$ cat src/rtl/pong_text_pkg.sv
// pong_text_pkg: glyph codes, message lengths, FSM encoding and glyph cell size shared by the text overlay
package pong_text_pkg;

    typedef enum logic [1:0] {IDLE = 2'd0, SHOW = 2'd1, BLINK = 2'd2} state_t;

    localparam int GLYPH_W = 26;
    localparam int GLYPH_H = 40;

    localparam logic [4:0] G_A = 5'd0,  G_B = 5'd1,  G_C = 5'd2,  G_D = 5'd3,  G_E = 5'd4;
    localparam logic [4:0] G_F = 5'd5,  G_G = 5'd6,  G_H = 5'd7,  G_I = 5'd8,  G_J = 5'd9;
    localparam logic [4:0] G_K = 5'd10, G_L = 5'd11, G_M = 5'd12, G_N = 5'd13, G_O = 5'd14;
    localparam logic [4:0] G_P = 5'd15, G_Q = 5'd16, G_R = 5'd17, G_S = 5'd18, G_T = 5'd19;
    localparam logic [4:0] G_U = 5'd20, G_V = 5'd21, G_W = 5'd22, G_X = 5'd23, G_Y = 5'd24;
    localparam logic [4:0] G_Z = 5'd25;
    // A 5-bit code leaves room for only five digits after the alphabet; digit d sits at 26+d
    localparam logic [4:0] G_0 = 5'd26, G_1 = 5'd27, G_2 = 5'd28, G_3 = 5'd29, G_4 = 5'd30;
    localparam logic [4:0] G_SPACE = 5'd31;

    function automatic logic [3:0] msg_len(input logic [1:0] id);
        return id == 2'd0 ? 4'd4 : id == 2'd3 ? 4'd9 : 4'd6;
    endfunction

endpackage

$ cat src/rtl/text_msg_rom.sv
// text_msg_rom: maps a message select and character slot to its glyph code
module text_msg_rom
    import pong_text_pkg::*;
(
    input  logic [1:0] msg_id,
    input  logic [3:0] slot,
    output logic [4:0] code
);

    always_comb begin
        code = G_SPACE;
        case ({msg_id, slot})
            6'h00: code = G_P;
            6'h01: code = G_O;
            6'h02: code = G_N;
            6'h03: code = G_G;
            6'h10: code = G_P;
            6'h11: code = G_1;
            6'h13: code = G_W;
            6'h14: code = G_I;
            6'h15: code = G_N;
            6'h20: code = G_P;
            6'h21: code = G_2;
            6'h23: code = G_W;
            6'h24: code = G_I;
            6'h25: code = G_N;
            6'h30: code = G_G;
            6'h31: code = G_A;
            6'h32: code = G_M;
            6'h33: code = G_E;
            6'h35: code = G_O;
            6'h36: code = G_V;
            6'h37: code = G_E;
            6'h38: code = G_R;
            default: code = G_SPACE;
        endcase
    end

endmodule

$ cat src/rtl/text_overlay_ctrl.sv
// text_overlay_ctrl: sequences a one-row text message (steady, then blinking) and maps pixels to glyph cells
module text_overlay_ctrl
    import pong_text_pkg::*;
#(
    parameter logic [9:0] ORIGIN_X      = 10'd224,
    parameter logic [9:0] ORIGIN_Y      = 10'd200,
    parameter int         PITCH         = 32,
    parameter int         SHOW_FRAMES   = 120,
    parameter int         BLINK_FRAMES  = 15,
    parameter int         BLINK_TOGGLES = 6
) (
    input  logic       clk,
    input  logic       rst_n,
    input  logic [9:0] x,
    input  logic [9:0] y,
    input  logic       frame_tick,
    input  logic       msg_valid,
    input  logic [1:0] msg_id,
    output logic       msg_ready,
    input  logic       cancel,
    output logic       glyph_en,
    output logic [4:0] glyph_id,
    output logic [9:0] glyph_start_x,
    output logic [9:0] glyph_start_y,
    output logic       busy,
    output logic       done
);

    localparam int SH = $clog2(PITCH);
    localparam int FW = $clog2((SHOW_FRAMES > BLINK_FRAMES ? SHOW_FRAMES : BLINK_FRAMES) + 1);
    localparam int TW = $clog2(BLINK_TOGGLES + 1);

    state_t        state;
    logic [FW-1:0] fcnt;
    logic [TW-1:0] tcnt;
    logic          visible;
    logic [1:0]    id_q;
    logic [9:0]    dx, slot, cell_x;
    logic [4:0]    code;
    logic          hit;

    assign msg_ready = (state == IDLE) && !cancel;
    assign dx        = x - ORIGIN_X;
    assign slot      = dx >> SH;
    assign cell_x    = ORIGIN_X + (slot << SH);

    text_msg_rom u_rom (.msg_id(id_q), .slot(slot[3:0]), .code(code));

    // Slot range is checked before the ROM code is trusted, so only slot[3:0] reaches the ROM
    assign hit = (state != IDLE) && visible && (x >= ORIGIN_X) && (slot < 10'(msg_len(id_q)))
              && ((dx & 10'(PITCH - 1)) < 10'(GLYPH_W)) && (y >= ORIGIN_Y)
              && ({1'b0, y} < 11'(ORIGIN_Y) + 11'(GLYPH_H)) && (code != G_SPACE);

    always_ff @(posedge clk or negedge rst_n) begin
        if (!rst_n) begin
            state         <= IDLE;
            fcnt          <= '0;
            tcnt          <= '0;
            visible       <= 1'b1;
            id_q          <= '0;
            busy          <= 1'b0;
            done          <= 1'b0;
            glyph_en      <= 1'b0;
            glyph_id      <= '0;
            glyph_start_x <= '0;
            glyph_start_y <= '0;
        end else begin
            done          <= 1'b0;
            glyph_en      <= hit;
            glyph_id      <= hit ? code : '0;
            glyph_start_x <= hit ? cell_x : '0;
            glyph_start_y <= hit ? ORIGIN_Y : '0;
            case (state)
                IDLE: if (msg_valid && msg_ready) begin
                    state   <= SHOW;
                    busy    <= 1'b1;
                    id_q    <= msg_id;
                    fcnt    <= '0;
                    tcnt    <= '0;
                    visible <= 1'b1;
                end
                SHOW: if (cancel) begin
                    state <= IDLE;
                    busy  <= 1'b0;
                end else if (frame_tick) begin
                    if (fcnt == FW'(SHOW_FRAMES - 1)) begin
                        state   <= BLINK;
                        visible <= 1'b0;
                        fcnt    <= '0;
                        tcnt    <= '0;
                    end else
                        fcnt <= fcnt + 1'b1;
                end
                BLINK: if (cancel) begin
                    state <= IDLE;
                    busy  <= 1'b0;
                end else if (frame_tick) begin
                    if (fcnt == FW'(BLINK_FRAMES - 1)) begin
                        fcnt    <= '0;
                        visible <= ~visible;
                        tcnt    <= tcnt + 1'b1;
                        if (tcnt == TW'(BLINK_TOGGLES - 1)) begin
                            state <= IDLE;
                            busy  <= 1'b0;
                            done  <= 1'b1;
                        end
                    end else
                        fcnt <= fcnt + 1'b1;
                end
                default: begin
                    state <= IDLE;
                    busy  <= 1'b0;
                end
            endcase
        end
    end

endmodule

$ cat config.mk
export PLATFORM = sky130hd
export DESIGN_NAME = text_overlay_ctrl
export DESIGN_NICKNAME = d
export VERILOG_FILES = /design/src/rtl/pong_text_pkg.sv /design/src/rtl/text_msg_rom.sv /design/src/rtl/text_overlay_ctrl.sv
export SDC_FILE = /design/constraint.sdc
export NUM_CORES = 1
export LEC_CHECK = 0
export ABC_AREA = 1
export CAP_MARGIN = 20
export CORE_UTILIZATION = 44
export DETAILED_ROUTE_END_ITERATION = 16
export PLACE_DENSITY = 0.77
export SETUP_SLACK_MARGIN = 0.1
export SLEW_MARGIN = 30
export SYNTH_ARGS = -nofsm -noshare
export SYNTH_HDL_FRONTEND = slang
export SYNTH_SLANG_ARGS = --single-unit
$ cat constraint.sdc
create_clock -name clk -period 1.6 [get_ports clk]
set_input_delay 0.48 -clock clk [delete_from_list [all_inputs] [get_ports clk]]
set_output_delay 0.48 -clock clk [all_outputs]
set_load 0.01 [all_outputs]
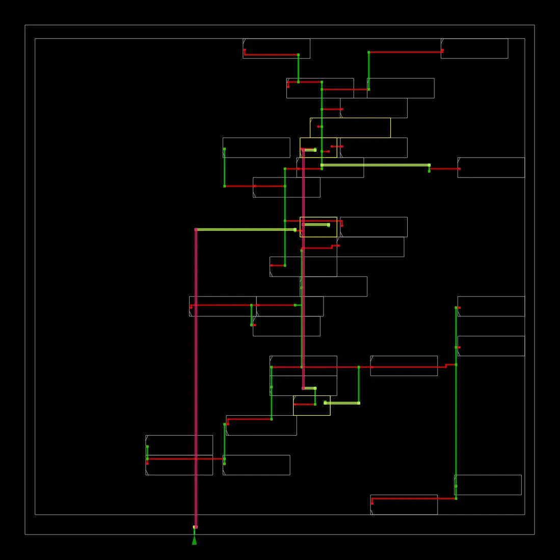
Figure 1: clock nets.
# clk buffers: 3
total clock sinks: 28

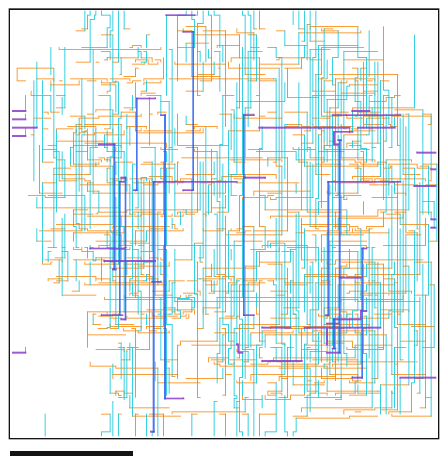
Figure 2: signal wires by layer.
The bar under the picture is 20 um long.
[met2] cyan | wire length: 3720 um
[met1] orange | wire length: 2530 um
[met3] purple | wire length: 182 um
[met4] blue | wire length: 308 um

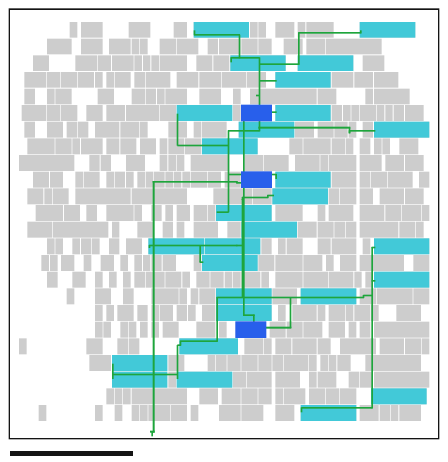
Figure 3: routed clock nets over the placement.
The bar under the picture is 20 um long.
[cells driving clock nets] blue | count: 3
[flip-flops] cyan | count: 28
[clock wires] green | length: 369 um
routed clock nets: 4

==> notes.org <==
#+TITLE: Implementation results

** Run status
- Outcome :: complete, but fails checks
- The final reports fail on negative setup slack.

** Yosys
- Number of distinct library cells after synthesis :: 30
- Async S/R FF share, synth :: 100%
- Mapped Cells :: around 280
- Dominant non-sequential cell family after synthesis :: simple AND/OR/NAND/NOR gates
- The synthesized design contains 28 register bits.
- Commonest register cell after synthesis :: sky130_fd_sc_hd__dfrtp_1
- Post-synth top area cell :: sky130_fd_sc_hd__dfrtp_1
- Cell area leaders :: sky130_fd_sc_hd__dfrtp_1, sky130_fd_sc_hd__nand2_1, sky130_fd_sc_hd__ha_1
- Fa+ha+maj area frac :: approximately 10%
- The cell-mix breakdown from Yosys lists the compound-gate area share as about a tenth.
- Post-synth design cell area :: ~2000 sq um

** Die
- In this run the count of I/O pins placed on the die edge is roughly 56.
- Floorplan row count :: 24
- Die boundary width :: 69.9 um
- The overall die size recorded for this design is between 4000 and 5000 sq um.

** Setup path
- Endpoint of the most critical setup path :: fcnt[5]
- The slowest stage of the critical path is the sky130_fd_sc_hd__dfrtp_1 cell.
- STA reports a reg2reg setup slack of -0.34 ns.
- Worst R2R End :: fcnt[5]
- STA puts the critical path data arrival time at ~2.2 ns.
- Startpoint type of the worst setup path :: flip-flop
- Type of element capturing the critical path :: flip-flop
- Crit-path max FO :: 6
- The critical path contains buffers and inverters numbering 4 combined.

** Hold path
- The type recorded for the worst min-delay path is reg2reg.
- Looking at the hold checks, the worst path lands on busy.

** Drt
- The routed design shows a wire length per standard cell of between 15 and 20 um.
- The iteration count recorded for the first detailed-route pass is 4.
- The script logs the ratio of routed vias to standard cells as 5.11.

** CTS
- No sink is reached through more buffers than the 2 on the longest clock path.
- Post-cts hold buffer count :: 0
- The tree is rooted in a sky130_fd_sc_hd__clkbuf_8.
- The report lists the number of cells resized after CTS as 92.
- Number of clock buffers inserted by TritonCTS :: 3

** Power
- The analysis attributes to cell leakage a power of about 1.7 nW.
- Per report_power, the Clock row totals about 0.57 mW.
- Summed over all combinational cells, the power is between 2 and 3 mW.
- Cell Int Power :: approximately 2.5 mW
- Worst supply voltage drop on vdd :: approximately 0.0007 V
- Dominant power group :: combinational cells
- The script extracted a net switching power of between 1.5 and 2 mW.
- Logic pwr share :: 64.8%
- Power density normalized to cell area :: 1250 nW/um^2

** Placement
- Area after detailed placement :: 2890 sq um
- Per the placement report, the placed cell count is between 400 and 500.

** Final timing
- Maximum clock skew at final layout :: ~0.0083 ns
- Final Max-Slew Violation Tally :: 0
- Setup Viol. Count Final :: 25
- Number of hold violations in the final report :: 0
- F_max :: around 520 MHz
- Final worst-path setup slack :: -0.338 ns
- Post-layout period usage of the worst path :: 121%

** Finish
- Count of placed standard cells in the final layout, fillers left out :: 437
- Layout net count :: 429
- Leaving out fill and tap cells, the most frequent cell in the layout is sky130_fd_sc_hd__buf_4.
- Count of non-CTS inverters in the layout :: 37
- Fill cells in the final layout number 291.
- Finished layout cell area :: 3410 sq um
- Largest register by flop count :: fcnt
- Multi-input logic portion of the cell area :: a little under half
- There are 28 flip-flops and latches.
- The final antenna diode tally reported by the flow is 0.

** GRT
- Most Crowded Layer GR :: met2
- Per the GRT congestion report, total overflow comes to 0.
- Pin count of the biggest net entering global routing :: 20
- Vias in the first global route :: around 2200
- The initial antenna violation count came to 0.

** Run
- Max Cap Violations :: 0
No activity file was given, so power comes from the tool's default toggle rates.
